run_1/floorplan.png
The bar under the picture is 20 µm long. Pins as bars on the die edge. Tap cells in grey.
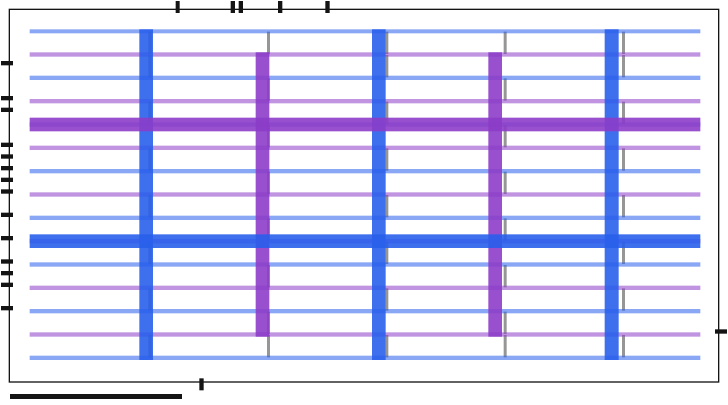
run_1/class_map.png
The bar under the picture is 20 µm long.
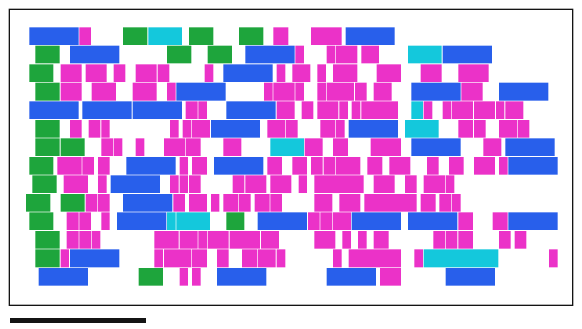
run_1/clock_wires.png
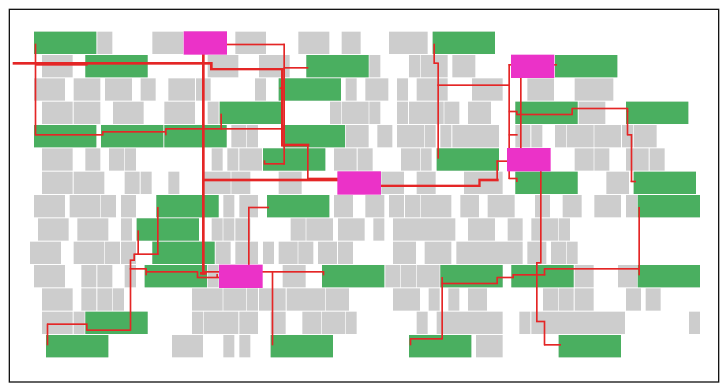
run_1/layers.png
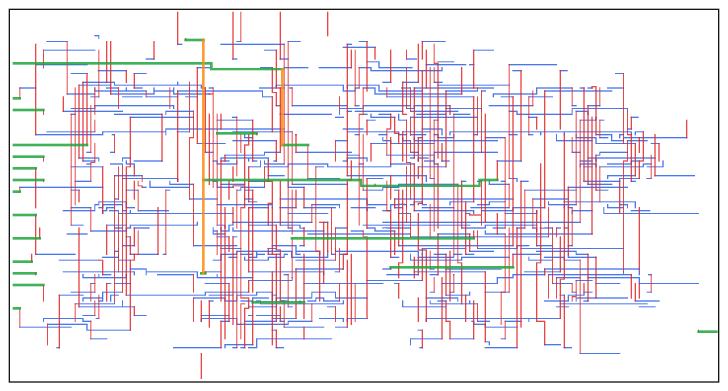
**src/rtl/lcd_nibble_writer_if.sv**
```systemverilog
// Sequencer-side handshake for lcd_nibble_writer: one byte per request,
// done_write pulse when the LCD has executed it.
interface lcd_nibble_writer_if;
    logic       ena_write;
    logic [7:0] data;
    logic       cmd_data;
    logic       done_write;
    logic       busy;

    modport master (output ena_write, data, cmd_data, input done_write, busy);
    modport slave  (input ena_write, data, cmd_data, output done_write, busy);
endinterface

```
**src/rtl/lcd_nibble_writer.sv**
```systemverilog
// HD44780 4-bit write stage: high nibble, low nibble, execution wait, done pulse.
// Optional macro LCD_LONG_EXEC_EN: clear/home commands wait LONG_EXEC_CYC.
module lcd_nibble_writer #(
    parameter int SETUP_CYC     = 1,
    parameter int E_HIGH_CYC    = 1,
    parameter int HOLD_CYC      = 1,
    parameter int EXEC_CYC      = 40,
    parameter int LONG_EXEC_CYC = 1600
) (
    input  logic       clk_1MHz,
    input  logic       rst_n,
    lcd_nibble_writer_if.slave seq,
    output logic       lcd_rs,
    output logic       lcd_rw,
    output logic       lcd_e,
    output logic [3:0] lcd_d
);

    if (SETUP_CYC < 1 || SETUP_CYC > 65536 || E_HIGH_CYC < 1 || E_HIGH_CYC > 65536 ||
        HOLD_CYC < 1 || HOLD_CYC > 65536 || EXEC_CYC < 1 || EXEC_CYC > 65536 ||
        LONG_EXEC_CYC < 1 || LONG_EXEC_CYC > 65536) begin : g_bad_param
        $error("lcd_nibble_writer: cycle parameters must lie in 1..65536");
    end

    typedef enum logic [3:0] {
        IDLE, SETUP_H, EHI_H, HOLD_H, SETUP_L, EHI_L, HOLD_L, EXEC, DONE
    } state_t;

    // Counter holds remaining cycles minus one; a state ends when it reads zero.
    localparam logic [15:0] SETUP_LD = 16'(SETUP_CYC - 1);
    localparam logic [15:0] EHI_LD   = 16'(E_HIGH_CYC - 1);
    localparam logic [15:0] HOLD_LD  = 16'(HOLD_CYC - 1);
    localparam logic [15:0] EXEC_LD  = 16'(EXEC_CYC - 1);

    state_t      state;
    logic [15:0] cnt;
    logic [7:0]  byte_q;
    logic [15:0] exec_ld;

    assign lcd_rw = 1'b0;

`ifdef LCD_LONG_EXEC_EN
    localparam logic [15:0] LONG_LD = 16'(LONG_EXEC_CYC - 1);
    // lcd_rs carries the latched cmd_data, so RS=0 marks a command byte.
    logic long_cmd;
    assign long_cmd = !lcd_rs && (byte_q == 8'h01 || byte_q == 8'h02 || byte_q == 8'h03);
    assign exec_ld  = long_cmd ? LONG_LD : EXEC_LD;
`else
    assign exec_ld = EXEC_LD;
`endif

    // NOTE: sequential state uses non-blocking assignments so every register
    // samples pre-edge values regardless of statement order.
    always_ff @(posedge clk_1MHz) begin
        if (!rst_n) begin
            state          <= IDLE;
            cnt            <= '0;
            byte_q         <= '0;
            lcd_rs         <= 1'b0;
            lcd_e          <= 1'b0;
            lcd_d          <= '0;
            seq.done_write <= 1'b0;
            seq.busy       <= 1'b0;
        end else begin
            seq.done_write <= 1'b0;
            case (state)
                IDLE: begin
                    if (seq.ena_write) begin
                        byte_q   <= seq.data;
                        lcd_rs   <= seq.cmd_data;
                        lcd_d    <= seq.data[7:4];
                        seq.busy <= 1'b1;
                        cnt      <= SETUP_LD;
                        state    <= SETUP_H;
                    end
                end
                DONE: begin
                    seq.busy <= 1'b0;
                    state    <= IDLE;
                end
                default: begin
                    if (cnt != 16'd0) begin
                        cnt <= cnt - 16'd1;
                    end else begin
                        case (state)
                            SETUP_H: begin lcd_e <= 1'b1; cnt <= EHI_LD;   state <= EHI_H;   end
                            EHI_H:   begin lcd_e <= 1'b0; cnt <= HOLD_LD;  state <= HOLD_H;  end
                            HOLD_H: begin
                                // Bus changes only here, one setup period before E rises.
                                lcd_d <= byte_q[3:0];
                                cnt   <= SETUP_LD;
                                state <= SETUP_L;
                            end
                            SETUP_L: begin lcd_e <= 1'b1; cnt <= EHI_LD;   state <= EHI_L;   end
                            EHI_L:   begin lcd_e <= 1'b0; cnt <= HOLD_LD;  state <= HOLD_L;  end
                            HOLD_L:  begin cnt <= exec_ld; state <= EXEC; end
                            EXEC:    begin seq.done_write <= 1'b1; state <= DONE; end
                            default: state <= IDLE;
                        endcase
                    end
                end
            endcase
        end
    end

endmodule

```
**src/flat_wrapper.sv**
```systemverilog
// flat-port wrapper written by rule: the top's interface ports become plain ports
module lcd_nibble_writer_flat 
#(
    parameter int SETUP_CYC     = 1,
    parameter int E_HIGH_CYC    = 1,
    parameter int HOLD_CYC      = 1,
    parameter int EXEC_CYC      = 40,
    parameter int LONG_EXEC_CYC = 1600
)
  (clk_1MHz, rst_n, lcd_rs, lcd_rw, lcd_e, lcd_d, seq_ena_write, seq_data, seq_cmd_data, seq_done_write, seq_busy);
  lcd_nibble_writer_if seq_i ();
  input  logic clk_1MHz;
  input  logic rst_n;
  output logic lcd_rs;
  output logic lcd_rw;
  output logic lcd_e;
  output logic [3:0] lcd_d;
  input wire logic [$bits(seq_i.ena_write)-1:0] seq_ena_write;
  input wire logic [$bits(seq_i.data)-1:0] seq_data;
  input wire logic [$bits(seq_i.cmd_data)-1:0] seq_cmd_data;
  output wire logic [$bits(seq_i.done_write)-1:0] seq_done_write;
  output wire logic [$bits(seq_i.busy)-1:0] seq_busy;
  assign seq_i.ena_write = seq_ena_write;
  assign seq_i.data = seq_data;
  assign seq_i.cmd_data = seq_cmd_data;
  assign seq_done_write = seq_i.done_write;
  assign seq_busy = seq_i.busy;
  lcd_nibble_writer #(.SETUP_CYC(SETUP_CYC), .E_HIGH_CYC(E_HIGH_CYC), .HOLD_CYC(HOLD_CYC), .EXEC_CYC(EXEC_CYC), .LONG_EXEC_CYC(LONG_EXEC_CYC)) u_core (.clk_1MHz(clk_1MHz), .rst_n(rst_n), .seq(seq_i), .lcd_rs(lcd_rs), .lcd_rw(lcd_rw), .lcd_e(lcd_e), .lcd_d(lcd_d));
endmodule
```
**config.mk**
```make
export PLATFORM = sky130hd
export DESIGN_NAME = lcd_nibble_writer_flat
export DESIGN_NICKNAME = d
export VERILOG_FILES = /design/src/rtl/lcd_nibble_writer_if.sv /design/src/rtl/lcd_nibble_writer.sv /design/src/flat_wrapper.sv
export SDC_FILE = /design/constraint.sdc
export NUM_CORES = 1
export LEC_CHECK = 0
export CAP_MARGIN = 20
export CORE_ASPECT_RATIO = 0.5
export CORE_MARGIN = 2
export CORE_UTILIZATION = 55
export CTS_CLUSTER_DIAMETER = 100
export DETAILED_ROUTE_END_ITERATION = 16
export PLACE_DENSITY_LB_ADDON = 0.15
export SYNTH_ARGS = -nofsm -noshare
export SYNTH_HDL_FRONTEND = slang
export SYNTH_SLANG_ARGS = --single-unit
```
**constraint.sdc**
```tcl
create_clock -name clk_1MHz -period 5.97 [get_ports clk_1MHz]
set_clock_uncertainty 0.2 [all_clocks]
set_input_delay 0.8955 -clock clk_1MHz [delete_from_list [all_inputs] [get_ports clk_1MHz]]
set_output_delay 0.8955 -clock clk_1MHz [all_outputs]
set_load 0.02 [all_outputs]
```
==> flow_metrics.env, run 1 <==
# flow metrics
export IMPL_worstMarginPinSlew_ns=0.8567
export IMPL_sh_comb_area=0.4975
export IMPL_clock_sinks=32
export IMPL_cts_buffers=5
export IMPL_layout_min_cycle_time_ns=2.977
export IMPL_post_route_drc_count=0
export IMPL_syn2layout_area_growth_pct=18.58
export IMPL_inverters=4
export IMPL_dpl_cell_area_um2=1904
export IMPL_maxSlewHeadroom=0.4251
export IMPL_ys_types=53
export IMPL_end_kind="flop"
export IMPL_cp_num_buf_inv=1
export IMPL_dpl_hpwl_mm=2.556
export IMPL_critPathRequiredTime_ns=5.90
export IMPL_simple_gate_share=0.2647
export IMPL_setup_tns_ns=0
export IMPL_drive_gt1_frac=0.09259
export IMPL_yosysTopAreaCellShare=0.3776
export IMPL_ys_sh_aoi=0.2345
export IMPL_lay_top_count="dfxtp_1"
export IMPL_worstHoldStart="u_core.byte_q[1]$_SDFFE_PN0P_"
export IMPL_met2_usage=0.3500
export IMPL_whs_endpoint="u_core.byte_q[1]$_SDFFE_PN0P_"
export IMPL_flops=32
export IMPL_edf_count=0
export IMPL_syn_avg_cell_area_um2=8.526
export IMPL_ys_area_um2=1697
export IMPL_power_leakage_nw=0.7529
export IMPL_ys_warn_count=0
export IMPL_worstHoldPathCells=2
export IMPL_grt_max_degree=18
export IMPL_syn_area_um2=1697
export IMPL_adder_share=0.007375
export IMPL_firstDrtPassIters=4
export IMPL_p_seq_frac=0.302
export IMPL_cap_violations=0
export IMPL_multiInputGateArea_um2=1001
export IMPL_ys_seq_share=0.3776
export IMPL_antenna_found_initial=0
export IMPL_cts_root_buf="clkbuf_8"
export IMPL_wl_met1_mm=1.735
export IMPL_holdBufCountCts=0
export IMPL_final_cell_mix="32 x dfxtp_1, 20 x nor2_1, 19 x clkdlybuf4s50_1"
export IMPL_yosysTopAreaCell="dfxtp_1"
export IMPL_path_cells="inv_1, ha_1, nor4b_2, nand4_2, mux2i_1, o21ai_1, nor2_1"
export IMPL_vias_per_cell=5.941
export IMPL_regToRegStartpoint="u_core.cnt[0]$_SDFFE_PN0P_"
export IMPL_reg2reg_setup_slack_ns=2.99
export IMPL_drt_iter0_drc=93
export IMPL_nClkBuffers=6
export IMPL_dp_slack_ns=2.777
export IMPL_power_switching_mw=0.4643
export IMPL_synth_cells=199
export IMPL_worstRegToRegCells=7
export IMPL_ys_seq_elements=32
export IMPL_slew_viol_final=0
export IMPL_seq_cell_power_mw=0.331
export IMPL_postCtsSetupRepairBufs=0
export IMPL_regMostFlops="u_core.cnt"
export IMPL_comb_cells=152
export IMPL_postCtsResizedCells=0
export IMPL_dpl_cell_count=248
export IMPL_cp_top_family="simple AND/OR/NAND/NOR gates"
export IMPL_p_int_mw=0.6336
export IMPL_buf_share=0.09826
export IMPL_crit_fanout=17
export IMPL_fillerInstances=284
export IMPL_period_used=0.4987
export IMPL_met3WireLength_um=157
export IMPL_cp_slowest_cell="o21ai_1"
export IMPL_power_leader="combinational logic"
export IMPL_max_freq_ghz=0.3359
export IMPL_xor_area_frac=0.04130
export IMPL_clockBufferDepth=2
export IMPL_fp_utilization=0.5697
export IMPL_rr_endpoint="u_core.cnt[8]$_SDFFE_PN0P_"
export IMPL_fin_cells=256
export IMPL_largest_reg_flops=16
export IMPL_signal_buffers=20
export IMPL_worst_slack_ns=2.993
export IMPL_flop_cell="dfxtp_1"
export IMPL_p_sw_frac=0.4229
export IMPL_finalWeightedCongestion=0.8024
export IMPL_cp_depth=7
export IMPL_whs_ns=0.2604
export IMPL_grt_pass1_wl_mm=6.016
export IMPL_totalPowerFinal_mw=1.098
export IMPL_top_usage_layer="met2"
export IMPL_highest_layer="met4"
export IMPL_mux_area_frac=0.03614
export IMPL_ys_top_cells_by_area="dfxtp_1 38%, a21oi_1 5.3%, nor2_1 4.4%"
export IMPL_synthTopLogicFamily="simple AND/OR/NAND/NOR gates"
export IMPL_crit_arrival_ns=2.91
export IMPL_final_clk_cell_share=0.05348
export IMPL_outcome="completed"
export IMPL_grt_pass1_vias=1338
export IMPL_num_antenna_cells=0
export IMPL_max_stage_delay_ns=0.70
export IMPL_ys_cells=199
export IMPL_ir_worst_vdd_uv=272.9
export IMPL_drtAntennaViolNets=0
export IMPL_hold_violations=0
export IMPL_ios=21
export IMPL_crit_type="reg -> reg"
export IMPL_grt_overflow=0
export IMPL_cp_start_kind="flop"
export IMPL_met1_usage=0.2934
export IMPL_nWellTaps=40
export IMPL_warnings=26
export IMPL_cts_max_level=2
export IMPL_hold_path_class="reg -> reg"
export IMPL_dominant_cell_class="multi-input combinational cells"
export IMPL_top_cell="dfxtp_1"
export IMPL_use_met3=0.08085
export IMPL_setup_worst_path_end="u_core.cnt[8]$_SDFFE_PN0P_"
export IMPL_die_area_um2=3572
export IMPL_met2_length_mm=1.672
export IMPL_cts_tree="yes"
export IMPL_io_buffers=19
export IMPL_combinationalPowerShare=0.512
export IMPL_synthesis_nets=212
export IMPL_async_reset_ff_frac=0
export IMPL_power_density_nw_per_um2=545.7
About floorplan.png:
- VSS: blue
- VDD: purple
- met4 straps: 5
- tap cells: 40
- met5 straps: 2
Die X: 82.55 µm
total core area: 2978 µm²
chip height: 43.28 µm

About class_map.png:
- clock drivers and dummy loads: cyan (cells 8; share of their area 5.5%)
- remaining logic cells: magenta (cells 156; share of their area 52%)
- remaining buffers and delay cells: green (cells 20; share of their area 10%)
- registers: blue (cells 32; share of their area 33%)
Core Util, Final: 0.6756
Finished Cell Area: 2012 µm²
flop share of the area: 0.3184
Rows: 14

About clock_wires.png:
- flip-flops: green (count 32)
- clock wires: red (length 422 µm)
- clock-net drivers: magenta (count 5)
- routed clock nets: 6
- flops lie: widely spread
Clk. pwr: 0.204 mW
clock share of power: 0.186
clk latency late pin: 0.28 ns

About layers.png:
- M4: orange (wire length 36.0 µm)
- M1: blue (wire length 1740 µm)
- M3: green (wire length 158 µm)
- M2: red (wire length 1670 µm)
routed wire length per instance: 14.07 µm
Via Count: 1521
Overall Global Routing Usage: 0.2284
routed wire length: 3.602 mm

run_1/congestion_map.png
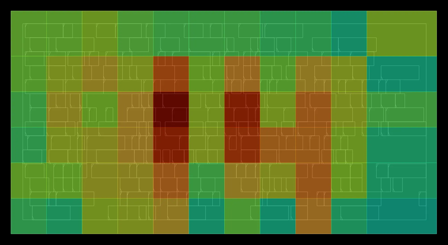

## Run 2: what changed since run 1
CORE_UTILIZATION = 49   (was 55)
clock period = 2.65 ns   (was 5.97 ns; I/O delays follow)
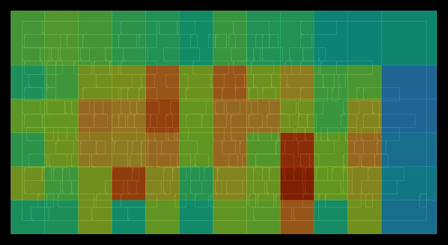
run_2/congestion_map.png
routed wire length per instance: 13.72 µm
GRT met1 Usage: 0.2701
Overall Global Routing Usage: 0.2015
grt met3 use: 0.05978
Most Used Layer, Global Route: met2

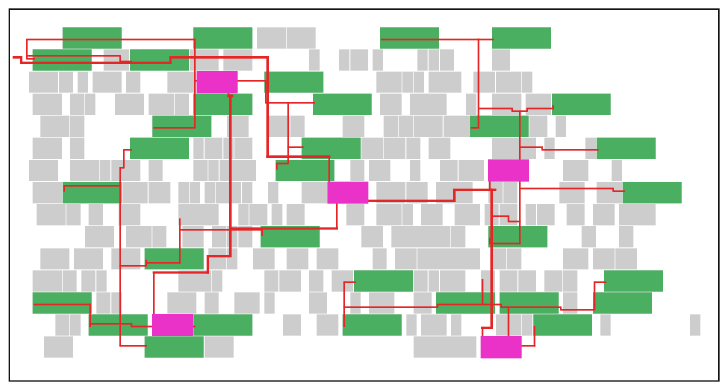
run_2/clock_wires.png
- clock-net drivers: magenta (count 5)
- flip-flops: green (count 32)
- clock wires: red (length 469 µm)
- flops lie: widely spread
- routed clock nets: 6
clk latency late pin: 0.29 ns
Clk. pwr: 0.394 mW
clock share of power: 0.160

==> run 2 against run 1 <==
Against the previous run:
- combinational power increased by 140%
- cell count is 3.5% higher
- setup slack worse by 2.7 ns
- area after synthesis is the same
- hold slack worse by 0.0057 ns
- critical path type unchanged
- via count is 2.1% higher
- synthesized cell count unchanged
- routed wire length grew 0.94%
- non-clock buffer count up 7
- flip-flop count is the same
- largest cell class unchanged
- count of clock-buffer cells in the layout stayed put
- first-iteration DRC count is 28% lower
==> flow_metrics.env, run 2 <==
# flow metrics
export IMPL_xor_area_frac=0.04130
export IMPL_simple_gate_share=0.2647
export IMPL_top_cell="dfxtp_1"
export IMPL_die_area_um2=3978
export IMPL_cp_start_kind="flop"
export IMPL_route_vias_total=1553
export IMPL_seq_cell_power_mw=0.739
export IMPL_cp_num_buf_inv=2
export IMPL_edf_count=0
export IMPL_worstHoldPathCells=2
export IMPL_cts_root_buf="clkbuf_8"
export IMPL_core_area_um2=3378
export IMPL_power_leader="combinational logic"
export IMPL_adder_share=0.007375
export IMPL_yosysTopAreaCell="dfxtp_1"
export IMPL_ys_types=53
export IMPL_dominant_cell_class="multi-input combinational cells"
export IMPL_synth_cells=199
export IMPL_drtAntennaViolNets=0
export IMPL_whs_endpoint="u_core.byte_q[2]$_SDFFE_PN0P_"
export IMPL_signal_buffers=27
export IMPL_maxSlewHeadroom=0.6406
export IMPL_sh_seq_area=0.3122
export IMPL_nWellTaps=42
export IMPL_totalPowerFinal_mw=2.461
export IMPL_cts_max_level=2
export IMPL_grt_max_degree=18
export IMPL_slew_viol_final=0
export IMPL_firstDrtPassIters=4
export IMPL_placementRows=15
export IMPL_routed_wirelength_mm=3.636
export IMPL_layout_min_cycle_time_ns=2.360
export IMPL_flop_cell="dfxtp_1"
export IMPL_dpl_cell_count=257
export IMPL_end_kind="flop"
export IMPL_utilization=0.6074
export IMPL_wl_met1_mm=1.840
export IMPL_syn2layout_area_growth_pct=20.94
export IMPL_post_route_drc_count=0
export IMPL_max_freq_ghz=0.4237
export IMPL_stdcell_area_um2=2052
export IMPL_highest_layer="met4"
export IMPL_p_seq_frac=0.300
export IMPL_fin_cells=265
export IMPL_worstMarginPinSlew_ns=0.5347
export IMPL_vias_per_cell=5.860
export IMPL_antenna_found_initial=0
export IMPL_io_buffers=19
export IMPL_drive_gt1_frac=0.1256
export IMPL_ys_area_um2=1697
export IMPL_grt_pass1_wl_mm=6.030
export IMPL_ys_warn_count=0
export IMPL_grt_pass1_vias=1317
export IMPL_critPathRequiredTime_ns=2.65
export IMPL_met3WireLength_um=153
export IMPL_flops=32
export IMPL_met2_length_mm=1.589
export IMPL_cts_buffers=5
export IMPL_clockBufferDepth=2
export IMPL_ys_seq_share=0.3776
export IMPL_yosysTopAreaCellShare=0.3776
export IMPL_synthTopLogicFamily="simple AND/OR/NAND/NOR gates"
export IMPL_comb_cells=152
export IMPL_p_comb_mw=1.33
export IMPL_largest_reg_flops=16
export IMPL_syn_area_um2=1697
export IMPL_ys_sh_aoi=0.2345
export IMPL_whs_ns=0.2547
export IMPL_die_h_um=45.61
export IMPL_p_sw_frac=0.4293
export IMPL_ys_top_cells_by_area="dfxtp_1 38%, a21oi_1 5.3%, nor2_1 4.4%"
export IMPL_setup_worst_path_end="u_core.lcd_d[3]$_SDFFE_PN0P_"
export IMPL_hold_violations=0
export IMPL_power_density_nw_per_um2=1199
export IMPL_worst_slack_ns=0.2898
export IMPL_cp_depth=8
export IMPL_crit_fanout=17
export IMPL_ys_seq_elements=32
export IMPL_met2_usage=0.3084
export IMPL_fillerInstances=320
export IMPL_sh_comb_area=0.4878
export IMPL_multiInputGateArea_um2=1001
export IMPL_postCtsResizedCells=0
export IMPL_crit_type="reg -> reg"
export IMPL_period_used=0.8906
export IMPL_regToRegStartpoint="u_core.cnt[0]$_SDFFE_PN0P_"
export IMPL_synthesis_nets=212
export IMPL_cp_top_family="AND-OR/OR-AND gates"
export IMPL_final_cell_mix="32 x dfxtp_1, 20 x nor2_1, 19 x clkdlybuf4s50_1"
export IMPL_ys_cells=199
export IMPL_max_stage_delay_ns=0.38
export IMPL_dpl_hpwl_mm=2.564
export IMPL_ir_worst_vdd_uv=526.1
export IMPL_dp_slack_ns=0.2586
export IMPL_clk_pin_slew_ns=0.07
export IMPL_postCtsSetupRepairBufs=0
export IMPL_inverters=4
export IMPL_grt_overflow=0
export IMPL_warnings=26
export IMPL_combinationalPowerShare=0.540
export IMPL_num_antenna_cells=0
export IMPL_buf_share=0.1220
export IMPL_mux_area_frac=0.03614
export IMPL_nClkBuffers=6
export IMPL_holdBufCountCts=0
export IMPL_final_clk_cell_share=0.04512
export IMPL_crit_arrival_ns=2.36
export IMPL_drt_iter0_drc=67
export IMPL_setup_viol=0
export IMPL_reg2reg_setup_slack_ns=0.29
export IMPL_path_cells="inv_1, ha_1, nor4b_2, nand4_2, buf_4, o21ai_2, a21oi_1, a311oi_1"
export IMPL_syn_avg_cell_area_um2=8.526
export IMPL_lay_top_count="dfxtp_1"
export IMPL_clock_sinks=32
export IMPL_ios=21
export IMPL_setup_tns_ns=0
export IMPL_cap_violations=0
export IMPL_worstRegToRegCells=8
export IMPL_fp_dieW_um=87.22
export IMPL_async_reset_ff_frac=0
export IMPL_finalWeightedCongestion=0.8004
export IMPL_power_switching_mw=1.056
export IMPL_hold_path_class="reg -> reg"
export IMPL_dpl_cell_area_um2=1959
export IMPL_cp_slowest_cell="nor4b_2"
export IMPL_fp_utilization=0.5022
export IMPL_regMostFlops="u_core.cnt"
export IMPL_worstHoldStart="u_core.byte_q[2]$_SDFFE_PN0P_"
export IMPL_power_leakage_nw=0.7811
export IMPL_cts_tree="yes"
export IMPL_outcome="completed"
export IMPL_p_int_mw=1.405
export IMPL_rr_endpoint="u_core.lcd_d[3]$_SDFFE_PN0P_"
Power and IR drop assume default switching activity.
